$ cat src/rtl/sr_latch_ctrl_if.sv
// ---------------------------------------------------------------------------
// sr_latch_ctrl_if
// Groups the requester handshake and the NAND SR latch drive/feedback of
// sr_latch_ctrl into one bundle.
//   set_req_a / clr_req_a : requester A set/clear request (held until ack_a)
//   set_req_b / clr_req_b : requester B set/clear request (held until ack_b)
//   ack_a / ack_b         : one-cycle completion pulse to the granted requester
//   set_n / reset_n       : active-low drive into the NAND latch, idle high
//   q                     : latch output fed back to the controller
//   busy                  : controller is not idle
//   err                   : sticky error flag
// modport master : requesters plus the latch (drives requests and q)
// modport slave  : the controller
// ---------------------------------------------------------------------------
interface sr_latch_ctrl_if;
   logic set_req_a;
   logic clr_req_a;
   logic set_req_b;
   logic clr_req_b;
   logic ack_a;
   logic ack_b;
   logic set_n;
   logic reset_n;
   logic q;
   logic busy;
   logic err;

   modport master (
      output set_req_a, clr_req_a, set_req_b, clr_req_b, q,
      input  ack_a, ack_b, set_n, reset_n, busy, err
   );

   modport slave (
      input  set_req_a, clr_req_a, set_req_b, clr_req_b, q,
      output ack_a, ack_b, set_n, reset_n, busy, err
   );
endinterface

$ cat src/rtl/sr_latch_ctrl.sv
// ---------------------------------------------------------------------------
// sr_latch_ctrl
// Controller for an external NAND SR latch shared by two requesters (A, B).
// A round-robin arbiter grants one requester; the controller then drives the
// selected latch input low for PULSE_CYC cycles, holds both inputs high for
// SETTLE_CYC cycles and pulses the granted requester's ack for one cycle.
// A request with set and clear both high is rejected: no pulse, err set,
// ack issued in the cycle right after the grant.
//
// Ports
//   clk   : clock, rising edge
//   rst_n : asynchronous active-low reset
//   bus   : sr_latch_ctrl_if.slave (requests, acks, latch drive, q, busy, err)
// Parameters
//   PULSE_CYC  : cycles the selected latch input is low (1..15)
//   SETTLE_CYC : cycles both inputs are high before ack (1..15)
// Configuration
//   SR_LATCH_CTRL_VERIFY_EN : when defined, q is compared against the latched
//   command when ACK is entered and a mismatch sets err. When undefined, q is
//   ignored and err is set only by invalid commands.
//
// Timing: counting the cycle after the grant edge as cycle 1, a valid command
// acks in cycle PULSE_CYC+SETTLE_CYC+1, an invalid one in cycle 1. All outputs
// are registered from the next-state value, so they line up with the state.
// ---------------------------------------------------------------------------
module sr_latch_ctrl #(
   parameter int unsigned PULSE_CYC  = 2,
   parameter int unsigned SETTLE_CYC = 1
) (
   input logic            clk,
   input logic            rst_n,
   sr_latch_ctrl_if.slave bus
);

   typedef enum logic [1:0] {
      ST_IDLE   = 2'd0,
      ST_PULSE  = 2'd1,
      ST_SETTLE = 2'd2,
      ST_ACK    = 2'd3
   } state_e;

   // The counter holds "cycles left minus one" so it reaches zero in the
   // last cycle of the phase and never has to wrap.
   localparam logic [3:0] PULSE_LOAD  = 4'(PULSE_CYC - 32'd1);
   localparam logic [3:0] SETTLE_LOAD = 4'(SETTLE_CYC - 32'd1);

   state_e     state_q,   state_d;
   logic [3:0] cnt_q,     cnt_d;
   logic       cmd_set_q, cmd_set_d;  // latched command: 1 = set, 0 = clear
   logic       gnt_b_q,   gnt_b_d;    // granted requester: 1 = B, 0 = A
   logic       prio_b_q,  prio_b_d;   // round-robin pointer: 1 = B wins a tie
   logic       err_q,     err_d;
   logic       set_n_q,   set_n_d;
   logic       reset_n_q, reset_n_d;
   logic       ack_a_q,   ack_a_d;
   logic       ack_b_q,   ack_b_d;
   logic       busy_q,    busy_d;

   logic pend_a;
   logic pend_b;
   logic pick_b;
   logic pick_set;
   logic pick_clr;
   logic q_mismatch;

`ifdef SR_LATCH_CTRL_VERIFY_EN
   // In the last SETTLE cycle q already shows the final latch value.
   assign q_mismatch = (bus.q != cmd_set_q);
`else
   logic unused_q;
   assign unused_q   = bus.q;
   assign q_mismatch = 1'b0;
`endif

   // Round-robin arbitration between the two requesters
   always_comb begin
      pend_a = bus.set_req_a | bus.clr_req_a;
      pend_b = bus.set_req_b | bus.clr_req_b;
      pick_b = pend_b & (~pend_a | prio_b_q);
      if (pick_b) begin
         pick_set = bus.set_req_b;
         pick_clr = bus.clr_req_b;
      end else begin
         pick_set = bus.set_req_a;
         pick_clr = bus.clr_req_a;
      end
   end

   // Next-state, counter, command latch and output decode
   always_comb begin
      state_d   = state_q;
      cnt_d     = cnt_q;
      cmd_set_d = cmd_set_q;
      gnt_b_d   = gnt_b_q;
      prio_b_d  = prio_b_q;
      err_d     = err_q;

      case (state_q)
         ST_IDLE: begin
            if (pend_a | pend_b) begin
               gnt_b_d   = pick_b;
               prio_b_d  = ~pick_b;
               cmd_set_d = pick_set;
               if (pick_set & pick_clr) begin
                  // Invalid command: skip the pulse, flag it, still ack.
                  state_d = ST_ACK;
                  err_d   = 1'b1;
               end else begin
                  state_d = ST_PULSE;
                  cnt_d   = PULSE_LOAD;
               end
            end else begin
               state_d = ST_IDLE;
            end
         end
         ST_PULSE: begin
            if (cnt_q == 4'd0) begin
               state_d = ST_SETTLE;
               cnt_d   = SETTLE_LOAD;
            end else begin
               cnt_d = cnt_q - 4'd1;
            end
         end
         ST_SETTLE: begin
            if (cnt_q == 4'd0) begin
               state_d = ST_ACK;
               err_d   = err_q | q_mismatch;
            end else begin
               cnt_d = cnt_q - 4'd1;
            end
         end
         ST_ACK: begin
            state_d = ST_IDLE;
         end
         default: begin
            state_d = ST_IDLE;
         end
      endcase

      // Only one latch input can ever be low: both derive from the single
      // PULSE state, split by the one latched command bit.
      set_n_d   = ~((state_d == ST_PULSE) &  cmd_set_d);
      reset_n_d = ~((state_d == ST_PULSE) & ~cmd_set_d);
      ack_a_d   = (state_d == ST_ACK) & ~gnt_b_d;
      ack_b_d   = (state_d == ST_ACK) &  gnt_b_d;
      busy_d    = (state_d != ST_IDLE);
   end

   // State and registered outputs; reset releases the latch inputs at once
   always_ff @(posedge clk or negedge rst_n) begin
      if (!rst_n) begin
         state_q   <= ST_IDLE;
         cnt_q     <= 4'd0;
         cmd_set_q <= 1'b0;
         gnt_b_q   <= 1'b0;
         prio_b_q  <= 1'b0;
         err_q     <= 1'b0;
         set_n_q   <= 1'b1;
         reset_n_q <= 1'b1;
         ack_a_q   <= 1'b0;
         ack_b_q   <= 1'b0;
         busy_q    <= 1'b0;
      end else begin
         state_q   <= state_d;
         cnt_q     <= cnt_d;
         cmd_set_q <= cmd_set_d;
         gnt_b_q   <= gnt_b_d;
         prio_b_q  <= prio_b_d;
         err_q     <= err_d;
         set_n_q   <= set_n_d;
         reset_n_q <= reset_n_d;
         ack_a_q   <= ack_a_d;
         ack_b_q   <= ack_b_d;
         busy_q    <= busy_d;
      end
   end

   assign bus.set_n   = set_n_q;
   assign bus.reset_n = reset_n_q;
   assign bus.ack_a   = ack_a_q;
   assign bus.ack_b   = ack_b_q;
   assign bus.busy    = busy_q;
   assign bus.err     = err_q;

endmodule

$ cat src/flat_wrapper.sv
// flat-port wrapper written by rule: the top's interface ports become plain ports
module sr_latch_ctrl_flat 
#(
   parameter int unsigned PULSE_CYC  = 2,
   parameter int unsigned SETTLE_CYC = 1
)
  (clk, rst_n, bus_set_req_a, bus_clr_req_a, bus_set_req_b, bus_clr_req_b, bus_q, bus_ack_a, bus_ack_b, bus_set_n, bus_reset_n, bus_busy, bus_err);
  sr_latch_ctrl_if bus_i ();
  input logic clk;
  input logic rst_n;
  input wire logic [$bits(bus_i.set_req_a)-1:0] bus_set_req_a;
  input wire logic [$bits(bus_i.clr_req_a)-1:0] bus_clr_req_a;
  input wire logic [$bits(bus_i.set_req_b)-1:0] bus_set_req_b;
  input wire logic [$bits(bus_i.clr_req_b)-1:0] bus_clr_req_b;
  input wire logic [$bits(bus_i.q)-1:0] bus_q;
  output wire logic [$bits(bus_i.ack_a)-1:0] bus_ack_a;
  output wire logic [$bits(bus_i.ack_b)-1:0] bus_ack_b;
  output wire logic [$bits(bus_i.set_n)-1:0] bus_set_n;
  output wire logic [$bits(bus_i.reset_n)-1:0] bus_reset_n;
  output wire logic [$bits(bus_i.busy)-1:0] bus_busy;
  output wire logic [$bits(bus_i.err)-1:0] bus_err;
  assign bus_i.set_req_a = bus_set_req_a;
  assign bus_i.clr_req_a = bus_clr_req_a;
  assign bus_i.set_req_b = bus_set_req_b;
  assign bus_i.clr_req_b = bus_clr_req_b;
  assign bus_i.q = bus_q;
  assign bus_ack_a = bus_i.ack_a;
  assign bus_ack_b = bus_i.ack_b;
  assign bus_set_n = bus_i.set_n;
  assign bus_reset_n = bus_i.reset_n;
  assign bus_busy = bus_i.busy;
  assign bus_err = bus_i.err;
  sr_latch_ctrl #(.PULSE_CYC(PULSE_CYC), .SETTLE_CYC(SETTLE_CYC)) u_core (.clk(clk), .rst_n(rst_n), .bus(bus_i));
endmodule
$ cat config.mk
export PLATFORM = sky130hd
export DESIGN_NAME = sr_latch_ctrl_flat
export DESIGN_NICKNAME = d
export VERILOG_FILES = /design/src/rtl/sr_latch_ctrl_if.sv /design/src/rtl/sr_latch_ctrl.sv /design/src/flat_wrapper.sv
export SDC_FILE = /design/constraint.sdc
export NUM_CORES = 1
export LEC_CHECK = 0
export CAP_MARGIN = 20
export CORE_MARGIN = 4
export CORE_UTILIZATION = 52
export DETAILED_ROUTE_END_ITERATION = 7
export PLACE_DENSITY_LB_ADDON = 0.08
export SLEW_MARGIN = 20
export SYNTH_ARGS = -nofsm -noshare
export SYNTH_HDL_FRONTEND = slang
export SYNTH_SLANG_ARGS = --single-unit
$ cat constraint.sdc
create_clock -name clk -period 2.5 [get_ports clk]
set_clock_uncertainty 0.1 [all_clocks]
set_input_delay 0.375 -clock clk [delete_from_list [all_inputs] [get_ports clk]]
set_output_delay 0.375 -clock clk [all_outputs]
set_load 0.02 [all_outputs]
Figure 1. Sequential cells coloured by netlist name.
The bar under the picture is 10 um long. Other sequential cells in the stronger grey, the rest of the logic in the fainter grey.
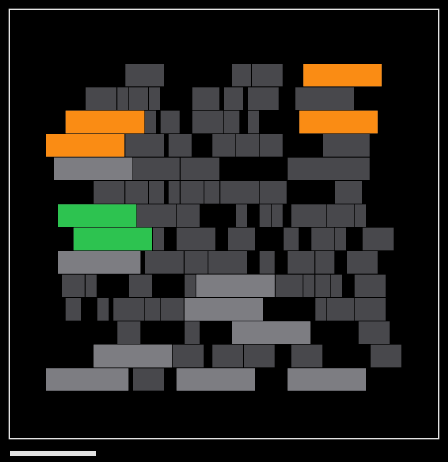
- u_core.state_q: green (flops 2)
- u_core.cnt_q: orange (flops 4)

==> out/metrics.cfg <==
[run_status]
run_status=finished, final reports clean

[layout]
final_layout_top_logic_cells=sky130_fd_sc_hd__dfrtp_1 (13), sky130_fd_sc_hd__clkdlybuf4s50_1 (11), sky130_fd_sc_hd__ha_1 (8)
syn2layout_area_growth_pct=17.3
postLayoutCellArea_um2=1060
clockBufferCount=4
final_core_util=0.674
final-nonclk-buf-share=0.104
logic_gates=60
mi_logic_area_um2=502
num-fill-cells=120
seq-cell-share=0.356
numSequentialCells=15
clockNetworkAreaShare=0.0247

[synthesis]
ff_type=sky130_fd_sc_hd__dfrtp_1
syn_avg_cell_area_um2=11.0
ys_ff=15
number_of_enable_type_register_cells_in_the_synthesized_netlist=0
ys_seq_share=0.417
yosysCellCount=82
yosysWarnings=0
yosysChipArea_um2=906
synthesis.area_um2=906
syn-num-nets=97
synth_async_sr_flop_share=1.00

[die]
number_of_well_taps=16
floorplan.die.width_um=49.7
core_util_floorplan=0.575
chip_area_um2=2470
die.size.y_um=49.7

[setup_path]
worst_setup_path_end_kind=register
worst-r2r-cell-count=6
crit_type=register to register
rr_endpoint=u_core.cnt_q[3]$_DFFE_PN0P_
crit_end=u_core.cnt_q[3]$_DFFE_PN0P_
critical_path.startpoint_type=register

[clock_network]
clockBufferDepth=2
clock_tree.root_cell=sky130_fd_sc_hd__clkbuf_4
cts-hold-fix-buffers=0
cts-htree-levels=1
clkTransAtPathRegs_ns=0.09
post_cts.resized_instances=0
cts_sinks=15

[power_and_ir_drop]
clk-power_uw=137
p_switching_uw=586
power.ir.vdd_worst_mv=0.739
netSwitchingFraction=0.425
comb_cell_power_uw=828
power.static_leakage_uw=0.000454
fin_total_pwr_uw=1380
clock_power_share=0.099
power-top-group=combinational logic
power.share.combinational=0.601
power_density_nw_per_um2=1300
internal_power_uw=792

[sta]
timing.final.setup_violations=0
setup_ws_post_layout_ns=0.469
timing.slew.headroom=0.559
layout_worst_path_cycle_share=0.812
slew_at_the_pin_closest_to_its_max_slew_limit_ns=0.660
setup_tns_ns=0
grt_setup_unrepaired=no
timing.fmax_mhz=492
hold_violations=0

[detailed_routing]
violation_tally_from_detailed_route_iteration_zero=7
wl_met3_um=69
detailedRoute.firstPassIterationCount=4

[grt]
grt_first_pass_wirelength_mm=2.97
global_route.usage.met2=0.244
largest_net_degree_at_the_start_of_global_routing=16
grt_busiest_layer=met2

[placement]
post_dp_cell_area_um2=1040
preCtsSetupSlack_ns=0.285
numPlacedInstances=109
numPortBuffers=11

[worst_hold_path]
min_to=u_core.bus.err$_DFFE_PN0P_

Figure 2. Selected gate families.
The bar under the picture is 10 um long.
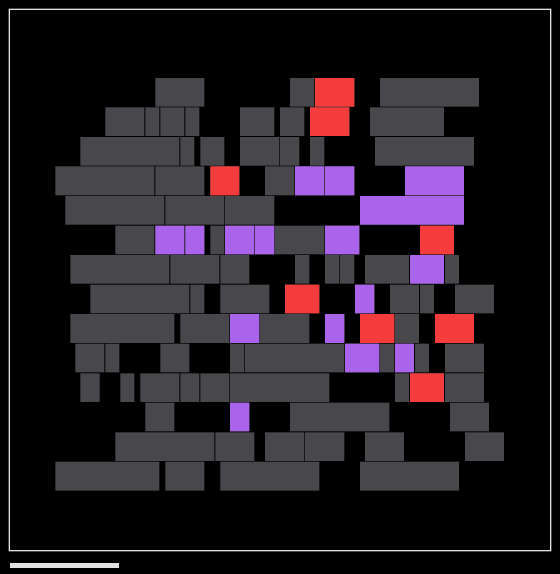
- aoi and oai cells: purple (cells 16; most used o21ai_0)
- non-inverting ao/oa cells: red (cells 8)

worst max-delay path, cell delays in order (launching register included):
cell and delay (ns):
sky130_fd_sc_hd__dfrtp_1 0.41, sky130_fd_sc_hd__inv_1 0.11, sky130_fd_sc_hd__ha_1 0.30, sky130_fd_sc_hd__or4b_1 0.58
sky130_fd_sc_hd__nand3_1 0.11, sky130_fd_sc_hd__o211ai_1 0.09, sky130_fd_sc_hd__a32o_1 0.23
sequential cells by signal, indices dropped and copies added (netlist names):
signal,flops
u_core.bus.reset_n,1
u_core.bus.set_n,1
u_core.bus.busy,1
u_core.bus.err,1
u_core.state_q,2
u_core.bus.ack_b,1
u_core.gnt_b_q,1
u_core.cmd_set_q,1
u_core.prio_b_q,1
u_core.bus.ack_a,1
u_core.cnt_q,4
cells by family (layout without fill, tap and decap cells):
family | Yosys count | after routing | synth area share
buffers and inverters | 7 | 22 | 0.0290
adder cells (fa/ha/maj) | 8 | 8 | 0.111
AND-OR/OR-AND | 24 | 24 | 0.229
AND/OR/NAND/NOR | 25 | 25 | 0.175
flip-flops | 15 | 15 | 0.417
multiplexers | 3 | 3 | 0.0387
cell usage after synthesis, drive strengths merged (2+ instances only):
cell / number / area share
a221oi: 2 / 0.039
dfrtp: 13 / 0.36
mux2i: 2 / 0.022
o21a: 2 / 0.018
dfstp: 2 / 0.058
a32o: 2 / 0.022
nor2: 5 / 0.021
nor3b: 3 / 0.037
ha: 8 / 0.11
o211ai: 2 / 0.017
nand3b: 2 / 0.017
nand2: 4 / 0.017
inv: 7 / 0.029
nand3: 2 / 0.011
o21ai: 4 / 0.022
o221ai: 2 / 0.026
o22a: 2 / 0.019
a21oi: 2 / 0.011
No activity file was given, so power comes from the tool's default toggle rates.
